`src/rtl/reg_map_pkg.sv`:
```
// Shared constants for the register-map write target: register addresses,
// completion error codes and the write-handshake state encoding.
package reg_map_pkg;

  localparam logic [7:0] REG_CHIRP_PERIOD = 8'h00;
  localparam logic [7:0] REG_DDC_DUC      = 8'h10;
  localparam logic [7:0] REG_ADC_PKT      = 8'h20;
  localparam logic [7:0] REG_MAC_SPEED    = 8'h23;
  localparam logic [7:0] REG_STATUS       = 8'hF0;

  localparam logic [1:0] ERR_OK       = 2'b00;
  localparam logic [1:0] ERR_UNMAPPED = 2'b01;
  localparam logic [1:0] ERR_RO       = 2'b10;

  typedef enum logic [1:0] {
    ST_IDLE  = 2'd0,
    ST_WRITE = 2'd1,
    ST_RESP  = 2'd2
  } wr_state_e;

endpackage

```
`src/rtl/reg_map_field.sv`:
```
// One control register: masked-write storage plus a one-cycle pulse that
// marks the cycle in which a write actually touched an implemented bit.
module reg_map_field
  import reg_map_pkg::*;
#(
  parameter int               WIDTH = 32,
  parameter logic [WIDTH-1:0] RST   = '0
) (
  input  logic             aclk,
  input  logic             aresetn,
  input  logic             wr_en,
  input  logic [WIDTH-1:0] wr_data,
  input  logic [WIDTH-1:0] wr_keep,
  output logic [WIDTH-1:0] value,
  output logic             update
);

  logic [WIDTH-1:0] value_q, value_d;
  logic             update_q, update_d;

  // Merge the new data into the stored value only where keep selects a bit.
  always_comb begin
    value_d  = value_q;
    update_d = 1'b0;
    if (wr_en) begin
      value_d  = (value_q & ~wr_keep) | (wr_data & wr_keep);
      update_d = |wr_keep;
    end
  end

  // Storage and pulse flops; reset restores the power-on value.
  always_ff @(posedge aclk) begin
    if (!aresetn) begin
      value_q  <= RST;
      update_q <= 1'b0;
    end else begin
      value_q  <= value_d;
      update_q <= update_d;
    end
  end

  assign value  = value_q;
  assign update = update_q;

endmodule

```
`src/rtl/reg_map_responder.sv`:
```
// Register-map write target: accepts single-cycle masked write commands,
// updates the control register file, returns a completion pulse with an
// error code, and serves a registered readback port.
module reg_map_responder
  import reg_map_pkg::*;
#(
  parameter logic [31:0] VERSION          = 32'h0001_0000,
  parameter logic [31:0] CHIRP_PERIOD_RST = 32'd10,
  parameter logic [1:0]  MAC_SPEED_RST    = 2'b01
) (
  input  logic        aclk,
  input  logic        aresetn,
  input  logic        reg_map_wr_cmd,
  input  logic [7:0]  reg_map_wr_addr,
  input  logic [31:0] reg_map_wr_data,
  input  logic [31:0] reg_map_wr_keep,
  output logic        reg_map_wr_valid,
  output logic        reg_map_wr_ready,
  output logic [1:0]  reg_map_wr_err,
  input  logic        rd_cmd,
  input  logic [7:0]  rd_addr,
  output logic [31:0] rd_data,
  output logic        rd_valid,
  output logic [31:0] chirp_period,
  output logic        ddc_duc_bypass,
  output logic        adc_pkt_en,
  output logic [1:0]  mac_speed,
  output logic [3:0]  cfg_update,
  output logic [7:0]  dropped_cmd_cnt
);

  wr_state_e   state_q, state_d;
  logic        ready_q, ready_d;
  logic        wr_valid_q, wr_valid_d;
  logic [1:0]  err_q, err_d;
  logic [7:0]  drop_q, drop_d;
  logic [7:0]  addr_q, addr_d;
  logic [31:0] data_q, data_d;
  logic [31:0] keep_q, keep_d;
  logic        rd_valid_q, rd_valid_d;
  logic [31:0] rd_data_q, rd_data_d;

  logic        hit_chirp, hit_ddc, hit_adc, hit_mac;
  logic        wr_phase;
  logic [1:0]  err_code;
  logic [31:0] rd_mux;

  // Decode the captured address; only the WRITE cycle acts on it.
  always_comb begin
    hit_chirp = (addr_q == REG_CHIRP_PERIOD);
    hit_ddc   = (addr_q == REG_DDC_DUC);
    hit_adc   = (addr_q == REG_ADC_PKT);
    hit_mac   = (addr_q == REG_MAC_SPEED);
    wr_phase  = (state_q == ST_WRITE);
    if (hit_chirp || hit_ddc || hit_adc || hit_mac) begin
      err_code = ERR_OK;
    end else if (addr_q == REG_STATUS) begin
      err_code = ERR_RO;
    end else begin
      err_code = ERR_UNMAPPED;
    end
  end

  // Write handshake sequencing, command capture and dropped-command count.
  always_comb begin
    state_d    = state_q;
    wr_valid_d = 1'b0;
    err_d      = err_q;
    addr_d     = addr_q;
    data_d     = data_q;
    keep_d     = keep_q;
    case (state_q)
      ST_IDLE: begin
        if (reg_map_wr_cmd) begin
          addr_d  = reg_map_wr_addr;
          data_d  = reg_map_wr_data;
          keep_d  = reg_map_wr_keep;
          state_d = ST_WRITE;
        end
      end
      ST_WRITE: begin
        wr_valid_d = 1'b1;
        err_d      = err_code;
        state_d    = ST_RESP;
      end
      ST_RESP: begin
        state_d = ST_IDLE;
      end
      default: begin
        state_d = ST_IDLE;
      end
    endcase
    ready_d = (state_d == ST_IDLE);
    drop_d  = drop_q;
    if (reg_map_wr_cmd && !ready_q && (drop_q != 8'hFF)) begin
      drop_d = drop_q + 8'd1;
    end
  end

  // Readback mux over the live register outputs; sampled before any
  // same-edge write lands, so a read in the WRITE cycle sees the old value.
  always_comb begin
    case (rd_addr)
      REG_CHIRP_PERIOD: rd_mux = chirp_period;
      REG_DDC_DUC:      rd_mux = {31'b0, ddc_duc_bypass};
      REG_ADC_PKT:      rd_mux = {31'b0, adc_pkt_en};
      REG_MAC_SPEED:    rd_mux = {30'b0, mac_speed};
      REG_STATUS:       rd_mux = VERSION;
      default:          rd_mux = 32'h0;
    endcase
    rd_valid_d = rd_cmd;
    rd_data_d  = rd_cmd ? rd_mux : rd_data_q;
  end

  // Control and response flops, cleared by reset.
  always_ff @(posedge aclk) begin
    if (!aresetn) begin
      state_q    <= ST_IDLE;
      ready_q    <= 1'b1;
      wr_valid_q <= 1'b0;
      err_q      <= ERR_OK;
      drop_q     <= 8'h00;
      rd_valid_q <= 1'b0;
      rd_data_q  <= 32'h0;
    end else begin
      state_q    <= state_d;
      ready_q    <= ready_d;
      wr_valid_q <= wr_valid_d;
      err_q      <= err_d;
      drop_q     <= drop_d;
      rd_valid_q <= rd_valid_d;
      rd_data_q  <= rd_data_d;
    end
  end

  // Captured command payload; only consumed in WRITE, so it needs no reset.
  always_ff @(posedge aclk) begin
    addr_q <= addr_d;
    data_q <= data_d;
    keep_q <= keep_d;
  end

  reg_map_field #(.WIDTH(32), .RST(CHIRP_PERIOD_RST)) u_chirp (
    .aclk    (aclk),
    .aresetn (aresetn),
    .wr_en   (wr_phase && hit_chirp),
    .wr_data (data_q),
    .wr_keep (keep_q),
    .value   (chirp_period),
    .update  (cfg_update[0])
  );

  reg_map_field #(.WIDTH(1), .RST(1'b0)) u_ddc_duc (
    .aclk    (aclk),
    .aresetn (aresetn),
    .wr_en   (wr_phase && hit_ddc),
    .wr_data (data_q[0:0]),
    .wr_keep (keep_q[0:0]),
    .value   (ddc_duc_bypass),
    .update  (cfg_update[1])
  );

  reg_map_field #(.WIDTH(1), .RST(1'b0)) u_adc_pkt (
    .aclk    (aclk),
    .aresetn (aresetn),
    .wr_en   (wr_phase && hit_adc),
    .wr_data (data_q[0:0]),
    .wr_keep (keep_q[0:0]),
    .value   (adc_pkt_en),
    .update  (cfg_update[2])
  );

  reg_map_field #(.WIDTH(2), .RST(MAC_SPEED_RST)) u_mac_speed (
    .aclk    (aclk),
    .aresetn (aresetn),
    .wr_en   (wr_phase && hit_mac),
    .wr_data (data_q[1:0]),
    .wr_keep (keep_q[1:0]),
    .value   (mac_speed),
    .update  (cfg_update[3])
  );

  assign reg_map_wr_ready = ready_q;
  assign reg_map_wr_valid = wr_valid_q;
  assign reg_map_wr_err   = err_q;
  assign dropped_cmd_cnt  = drop_q;
  assign rd_valid         = rd_valid_q;
  assign rd_data          = rd_data_q;

endmodule
```
`config.mk`:
```
export PLATFORM = sky130hd
export DESIGN_NAME = reg_map_responder
export DESIGN_NICKNAME = d
export VERILOG_FILES = /design/src/rtl/reg_map_pkg.sv /design/src/rtl/reg_map_field.sv /design/src/rtl/reg_map_responder.sv
export SDC_FILE = /design/constraint.sdc
export NUM_CORES = 1
export LEC_CHECK = 0
export ABC_AREA = 1
export CAP_MARGIN = 40
export CORE_MARGIN = 2
export CORE_UTILIZATION = 48
export CTS_CLUSTER_DIAMETER = 200
export DETAILED_ROUTE_END_ITERATION = 10
export HOLD_SLACK_MARGIN = 0.1
export MAX_ROUTING_LAYER = met4
export PLACE_DENSITY = 0.79
export SYNTH_ARGS = -nofsm -noshare
export SYNTH_HDL_FRONTEND = slang
export SYNTH_SLANG_ARGS = --single-unit
```
`constraint.sdc`:
```
create_clock -name aclk -period 8 [get_ports aclk]
set_input_delay 1.2 -clock aclk [delete_from_list [all_inputs] [get_ports aclk]]
set_output_delay 1.2 -clock aclk [all_outputs]
set_load 0.01 [all_outputs]
```
==> run summary <==
outcome -> finished clean
Non-CTS buffers -> 174
Pint -> 0.00141 W
cell count in the Yosys report -> 634
Crit path buffers/inverters -> 1
slew of the pin with the lowest slew margin -> 0.897 ns
final tally of setup violations -> 0
Seq area share -> 46.0%
first-pass GRT wire length -> 22800 um
WL/cell -> 14.9 um
DRC -> 0
XOR Share, Synth -> 0.869%
fa+ha+maj area frac -> 0.207%
ANT cells -> 0
CTS tree -> yes
vias in the first global route -> 4947
CTS resizes -> 0
ClkCell Share -> 6.72%
Worst-path clk slew -> 0.06 ns
Setup Buffers After CTS -> 0
share of post-route cells with drive strength above 1 -> 5.57%
gpl congestion -> 0.850
TAP cells -> 172
Pleak -> 3.12 nW
Top Ports -> 169
Critical Path End Type -> primary output
NonClk Buf Share -> 20.8%
CP Depth -> 1
YS warnings -> 0
dpl cells -> 948
pre-CTS setup slack -> 4.97 ns
initial antenna violation count -> 0
highest-count logic cell in the final layout -> clkdlybuf4s50_1
Hold Slack -> 0.460 ns
syn_area_per_cell -> 9.54 um^2
Initial DRT Pass Iterations -> 5
critical path startpoint -> dropped_cmd_cnt[2]$_SDFFE_PN0P_
sequential fraction of design power -> 50.3%
yosys synthesis chip area -> 0.00605 mm^2
busiest grt layer -> met2
met3 GRT Util -> 4.41%
Power Sequential -> 0.000903 W
P&R area growth vs syn -> 39.4%
FP Util -> 48.5%
sequential cell count -> 158
asr flop ratio synth -> 0%
Tot Pwr -> 0.00179 W
hold crit path type -> register to register
Top cell area share -> 35.7%
Top non-seq family -> simple AND/OR/NAND/NOR gates
Worst VDD drop -> 0.148 mV
cell taking the most area after synthesis -> edfxtp_1
Non-clock inverters -> 88
mi-comb count -> 356
Hold Path Cell Cnt -> 2
Critical Path Max Stage Delay -> 0.58 ns
and+or+nand+nor area frac -> 16.8%
Seq/Total Area, Yosys -> 64.2%
r2r startpoint -> addr_q[7]$_DFFE_PP_
Post-synth EDFFs -> 72
FF-to-FF path depth -> 9
number of DRC markers in iteration 0 -> 376
Clock Buffer Count -> 20
Top Consumer -> sequential cells
Die ar. -> 0.0135 mm^2
R2R setup slack -> 5.73 ns
All-Layer GR Usage -> 22.8%
count leader, synth -> nand2_1
Mux area share -> 0%
Largest cell class -> flip-flops and latches
Clock group -> 0.000764 W
crit path kind -> register to primary output
Worst EP arrival -> 1.44 ns
delay-heaviest family, CP -> buffers and inverters
GR Layer Usage met1 -> 25.9%
vias per inst -> 5.03
Post-Layout Cell Count -> 980
Net Sw Frac -> 21.2%
die height -> 116 um
Num CTS Buffers -> 17
dpl hpwl -> 10100 um
Hold Buf Count CTS -> 0
Max Fclk -> 0.379 GHz
combinational group share of total power -> 7.1%
max_cap viols -> 0
number of routed nets with antenna violations -> 0
combinational share of cell area -> 19.9%
Logic cell area -> 0.00168 mm^2
post-synth cell types -> 27
die width -> 116 um
total negative slack -> 0 ns
final setup slack of the worst path -> 5.36 ns
Main area contributors -> edfxtp_1 36%, dfxtp_1 28%, nand2_1 8.2%
Syn Nets -> 719
Critical Path Fanout Max -> 6
Critical Path Sink -> dropped_cmd_cnt[2]
Finished Cell Area -> 0.00843 mm^2
pwr dens -> 213 mW/mm^2
tool warnings -> 26
Clock Root Buffer -> clkbuf_16
Post-layout nets -> 880
worst-case clock buffer depth -> 2
clock latency at the later pin of the worst-skew pair -> 0.42 ns
vias -> 4931
flop and latch count out of synthesis -> 158
met2 wire len -> 7590 um
Commonest cells post-synth -> 132 x nand2_1, 86 x dfxtp_1, 85 x inv_1
CP Cell Sequence -> clkdlybuf4s50_1
relative slew slack -> 40.2%
Power Combinational -> 0.000127 W
count of final hold-check violations -> 0
Dominant flop cell -> dfxtp_1
wire length on met3 -> 774 um
Final Skew -> 0.00564 ns
H-tree depth -> 4
Port Buffers -> 168
master of the slowest instance on the critical path -> clkdlybuf4s50_1
fill cell count -> 982
Sw Pwr -> 0.000380 W
most frequent cells in the layout -> 166 x clkdlybuf4s50_1, 132 x nand2_1, 86 x dfxtp_1, 85 x inv_1, 74 x a21oi_1
Post-Syn Instances -> 634
total gr overflow -> 0
crit start category -> register
Min Clock Period, post-route -> 2.64 ns
Clock power frac -> 42.6%
Sink Count -> 158
### PDN straps and rails

(3 px per um) Pins as bars on the die edge.
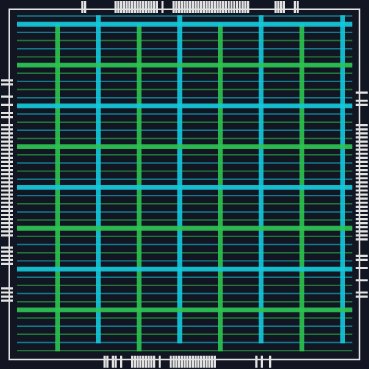
Green marks VSS. Cyan marks VDD.
8 straps on met5. 42 met1 rails follow the rows. 169 signal pins sit on the boundary. 8 straps on met4. The core has 41 rows.

### Placed cells, one colour a class

(2 px per um) Fill, decap, tap and diode cells in grey.
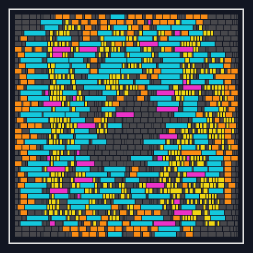
Orange marks remaining buffers and delay cells, cells 174, share of their area 21%. Magenta marks clock drivers and dummy loads, cells 32, share of their area 6.9%. Yellow marks combinational and other logic, cells 444, share of their area 24%. Cyan marks sequential cells, cells 158, share of their area 47%.
row count: 41
CORE AREA: 0.0125 mm^2
Final Util: 67.7%

### Routed clock nets over the placement

(4 px per um)
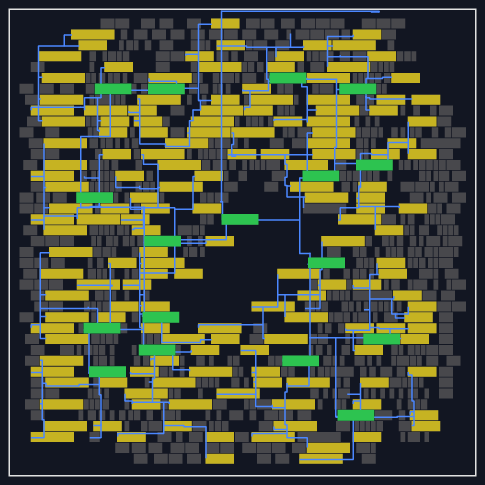
Yellow marks flip-flops, count 158. Blue marks clock wires, length 1640 um. Green marks clock drivers, count 17.
There are 18 routed clock nets.

### Metal layers overlaid

(3 px per um) Only two layers are drawn.
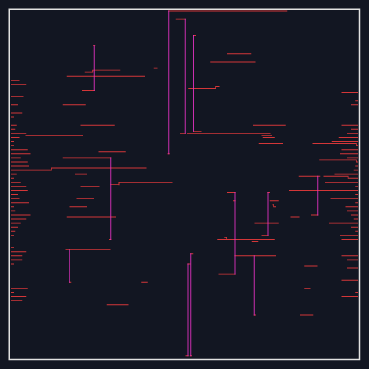
Red marks metal 3, wire length 774 um. Magenta marks metal 4, wire length 309 um.

Power is estimated from default activity; no workload was simulated.
